Run 1, cell area per tile:
Drawn at 3 px/µm. The die is cut into 8 by 14 equal tiles; dark blue is low, red is high, 0 to 100% covered.
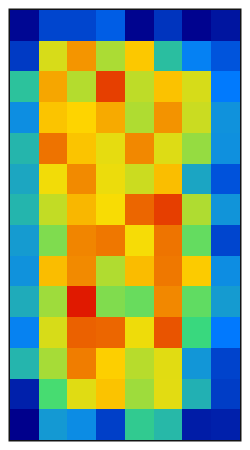
Run 1, congestion heat map:
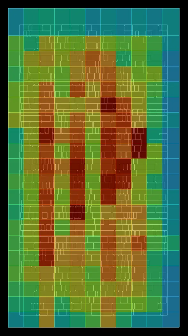
Run 1, routed clock nets over the placement:
Drawn at 3 px/µm.
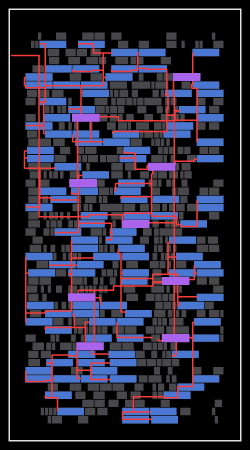
Design rom_loader, sky130hd; sources not shown.
==> run summary, run 1 <==
run results: result of the run=finished, final reports clean, Hold Buf Count CTS=0, library cell with the highest instance count after synthesis=sky130_fd_sc_hd__dfrtp_1, Yosys Instances=465, die height=143 µm, maximum fanout encountered on the critical timing path=15, Final setup viols=0, final period demand of the worst path=3.13 ns, routed wire length=11600 µm, number of DRC violations after detailed-routing iteration 0=186, area share, top type=53.4%, Log Warnings=26, fraction of layout cells with a size suffix above 1=17.6%, flip-flop count of the largest register after layout=32, arrival time reported for the critical path endpoint=3.36 ns, average wire length per cell after detail routing=18.6 µm, Main synth FF type=sky130_fd_sc_hd__dfrtp_1, achievable frequency=319 MHz, Netlist cell types=55, Root Buffer Master=sky130_fd_sc_hd__clkbuf_16, Crit path top cell by count=sky130_fd_sc_hd__o21ai_0, number of logic stages on the critical path including buffering=7, Final Instance Count excl. Fillers=623, number of buffers on the longest clock path=2, tally of filler cells in the layout=660, pre-CTS setup slack=2.22 ns, router iterations before antenna repair=4, total number of placement rows=48, most common library cells after synthesis=sky130_fd_sc_hd__dfrtp_1 (110), sky130_fd_sc_hd__nand2_1 (64), sky130_fd_sc_hd__mux2_2 (48), Seq share, synth=53.9%, # placed instances=606, number of nets still failing antenna checks after routing=0, Hold Vio Cnt, Final=0, initial antenna violation count=0, Worst path slowest cell=sky130_fd_sc_hd__nor4_4, FF-to-FF path depth=6, Seq pwr share=46.8%
Back to the opening pictures, 'cell area per tile':
The mean over all tiles is 54%. The densest ninth of the die: center. 30% of the tiles are over 75% full. The fullest tile reaches 97%.
end-of-flow core utilization: 70.3%
Floorplan Utilization: 59.6%
standard cell core area: 8650 µm²

Back to the opening pictures, 'congestion heat map':
met3 demand-to-capacity share in global routing: 4.52%
GR Layer Usage met1: 24.1%
overall fraction of global-route tracks in use: 22.0%

Back to the opening pictures, 'routed clock nets over the placement':
flip-flops: in blue, count 111. clock wires: in red, length 1240 µm. cells driving clock nets: in purple, count 9.
Position of the flops: all over the die.
power in the clock group: 0.567 mW
Insertion Delay late pin: 0.36 ns
maximum clock skew at final layout: 0.00645 ns
clock group share of total power: 25.6%

## run 1: logic make-up (layout without fill, tap and decap cells)
logic type / Yosys count / count (layout) / share of synthesized area (%)
and+or+nand+nor: 141 / 141 / 14.1
DFF: 111 / 111 / 53.9
AOI/OAI and AO/OA: 96 / 96 / 12.6
muxes: 49 / 49 / 10.7
buffers and inverters: 47 / 89 / 5.19
xor gates and xnor gates: 18 / 18 / 3.06
adders and majority gates: 2 / 2 / 0.485
other: 1 / 17 / 0.0727
## run 1: per-layer routing
layer,GRT usage [%],up-vias,wire (µm)
met5,0,-,0
met4,13.0,0,544
met3,4.52,36,507
met2,38.9,113,6340
met1,24.1,1826,4160
li1,-,1729,-
## run 1: placed cells by master (no fill, tap or decap), types with 6 or more instances in the layout
cell type	count
sky130_fd_sc_hd__dfrtp_1	110
sky130_fd_sc_hd__nand2_1	64
sky130_fd_sc_hd__clkdlybuf4s50_1	62
sky130_fd_sc_hd__mux2_2	48
sky130_fd_sc_hd__o21ai_0	39
sky130_fd_sc_hd__nor2_1	20
sky130_fd_sc_hd__conb_1	17
sky130_fd_sc_hd__a22o_1	16
sky130_fd_sc_hd__xnor2_1	12
sky130_fd_sc_hd__nor4_1	10
sky130_fd_sc_hd__nand3_1	9
sky130_fd_sc_hd__clkbuf_16	9
sky130_fd_sc_hd__o21ai_1	8
sky130_fd_sc_hd__a21oi_1	7
sky130_fd_sc_hd__buf_4	7
sky130_fd_sc_hd__xor2_1	6
## run 1: area by class of cell
type	count	area share [%]
multi-input cells	323	36.0
flip-flops and latches	111	45.7
inverters	3	0.185
clock inverters	6	0.865
well taps	100	2.06
repair buffers	70	11.3
clock buffers	10	3.93
Run 1, I/O nets highlighted:
Drawn at 2 px/µm.
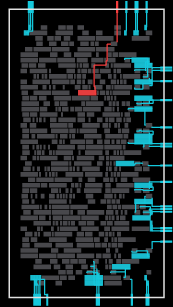

==> run 1 -> run 2 <==
--- a/config.mk
+++ b/config.mk
@@ -8,7 +8,7 @@
 export CAP_MARGIN = 15
 export CORE_ASPECT_RATIO = 2
 export CORE_MARGIN = 5
-export CORE_UTILIZATION = 58
+export CORE_UTILIZATION = 49
 export DETAILED_ROUTE_END_ITERATION = 7
 export PLACE_DENSITY_LB_ADDON = 0.12
 export SLEW_MARGIN = 30
==> constraint.sdc (replaced) <==
create_clock -name clk -period 2.6 [get_ports clk]
set_input_delay 0.39 -clock clk [delete_from_list [all_inputs] [get_ports clk]]
set_output_delay 0.39 -clock clk [all_outputs]
set_load 0.02 [all_outputs]
Run 2, I/O nets highlighted:
Drawn at 2 px/µm.
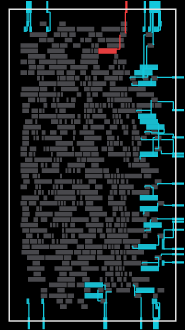
error: in red, bits 1, direction output, edge top, end cells 1, buffers 1, wire 21.0 µm. rom_addr: in cyan, bits 32, direction output, edge 13 right, 11 top, 8 bottom, end cells 32, buffers 15, wire 575 µm.
Buffers on Ports: 63
num ports: 81

Run 2, signal wires on met4:
Drawn at 3 px/µm. Supply wires on this layer in gray.
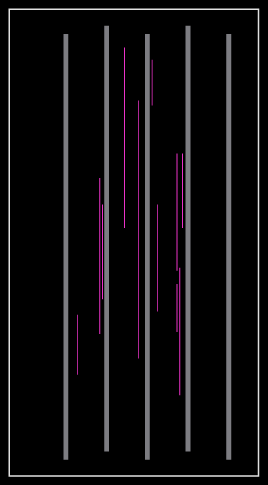
9 nets have wire on it. The longest straight run is 85.7 µm.
routed wire length: 11700 µm
via total after detailed routing: 3687

Run 2, cell area per tile:
Drawn at 3 px/µm. The die is cut into 8 by 16 equal tiles; dark blue is low, red is high, 0 to 100% covered.
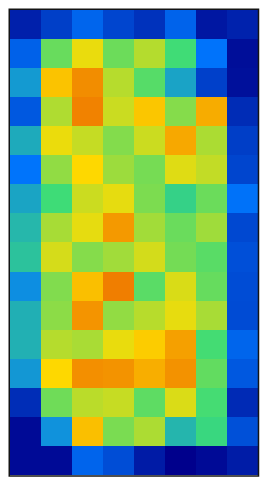
The fullest tile reaches 86%. 15% of the tiles are over 75% full. The emptiest ninth of the die: upper right. The mean over all tiles is 48%.
Floorplan Utilization: 49.5%
standard cell core area: 10400 µm²

==> run summary, run 2 <==
run results: fraction of layout cells with a size suffix above 1=19.4% (+1.8 points), Worst path slowest cell=sky130_fd_sc_hd__o311ai_0, Final Instance Count excl. Fillers=674 (+8.2%), Netlist cell types=55 (unchanged), area share, top type=53.4% (unchanged), initial antenna violation count=0 (unchanged), most frequently placed logic cells in the final layout=sky130_fd_sc_hd__dfrtp_1 (110), sky130_fd_sc_hd__nand2_1 (64), sky130_fd_sc_hd__clkdlybuf4s50_1 (62), Final setup viols=0 (unchanged), tally of filler cells in the layout=901 (+37%), total number of placement rows=53 (+10%), # placed instances=657 (+8.4%), most frequent logic cell in the layout=sky130_fd_sc_hd__dfrtp_1, number of buffers on the longest clock path=2 (unchanged), maximum fanout encountered on the critical timing path=6 (-9), number of logic stages on the critical path including buffering=7 (unchanged), Seq pwr share=44.4% (-2.4 points), number of nets still failing antenna checks after routing=0 (unchanged), number of DRC violations after detailed-routing iteration 0=91 (-51%), Seq share, synth=53.9% (unchanged), pre-CTS setup slack=-0.0851 ns (-2.30 ns), Insertion Delay late pin=0.34 ns (-0.02 ns), Crit path top cell by count=sky130_fd_sc_hd__and3_1, RSZ-0062 raised after global routing=false, overall fraction of global-route tracks in use=20.3% (-1.7 points), power in the clock group=1.49 mW (+160%), library cell with the highest instance count after synthesis=sky130_fd_sc_hd__dfrtp_1, maximum clock skew at final layout=0.00724 ns (+0.000792 ns), result of the run=finished, final reports clean, flip-flops with a built-in enable=0, average wire length per cell after detail routing=17.4 µm (-6.4%), Synth Area per Inst=11.1 µm², achievable frequency=418 MHz, FF-to-FF path depth=7 (+1), most common library cells after synthesis=sky130_fd_sc_hd__dfrtp_1 (110), sky130_fd_sc_hd__nand2_1 (64), sky130_fd_sc_hd__mux2_2 (48), Hold Vio Cnt, Final=0 (unchanged), final period demand of the worst path=2.39 ns, Log Warnings=26 (unchanged), Yosys Instances=465 (unchanged)
run 2: cell type report:
| class | instances | area [µm²] | share of cell area [%] |
|---|---|---|---|
| Tap cell | 137 | 171 | 2.71 |
| Timing Repair Buffer | 84 | 838 | 13.3 |
| Clock buffer | 10 | 229 | 3.63 |
| Multi-Input combinational cell | 323 | 2190 | 34.7 |
| Sequential cell | 111 | 2780 | 44.0 |
| Clock inverter | 6 | 97.6 | 1.55 |
| Inverter | 3 | 11.3 | 0.178 |
run 2: routing by layer:
| layer | wire length [µm] | track usage [%] | up-vias |
|---|---|---|---|
| met2 | 6540 | 35.8 | 83 |
| met4 | 419 | 9.43 | 0 |
| met5 | 0 | 0 | - |
| met1 | 4290 | 22.6 | 1815 |
| li1 | - | - | 1760 |
| met3 | 449 | 3.94 | 29 |
run 2: cells by family (layout without fill, tap and decap cells):
logic type                 after synthesis  in the layout  share of synthesized area, %
AOI/OAI and AO/OA                       96             96                          12.6
xor gates and xnor gates                18             18                          3.06
adders and majority gates                2              2                         0.485
buffers and inverters                   47            103                          5.19
DFF                                    111            111                          53.9
muxes                                   49             49                          10.7
other                                    1             17                        0.0727
and+or+nand+nor                        141            141                          14.1
run 2: what timing repair did:
item | 4_1_cts | 5_1_grt
gates resized | 0 | 1
endpoints found under the hold margin | 30 | 0
endpoints found under the setup margin | 0 | 14
buffers inserted | 0 | 0
hold buffers | 1 | 0
run 2: metrics by stage:
| step | hold WS [ns] | util (%) |
|---|---|---|
| finish | 0.497 | 60.7 |
| detailed placement | 0.359 | 57.3 |
| floorplan | 0.0944 | - |
| CTS | 0.505 | 60.6 |
| global placement | 0.356 | 57.3 |
| global route | 0.523 | 60.7 |
Power is estimated from default activity; no workload was simulated.
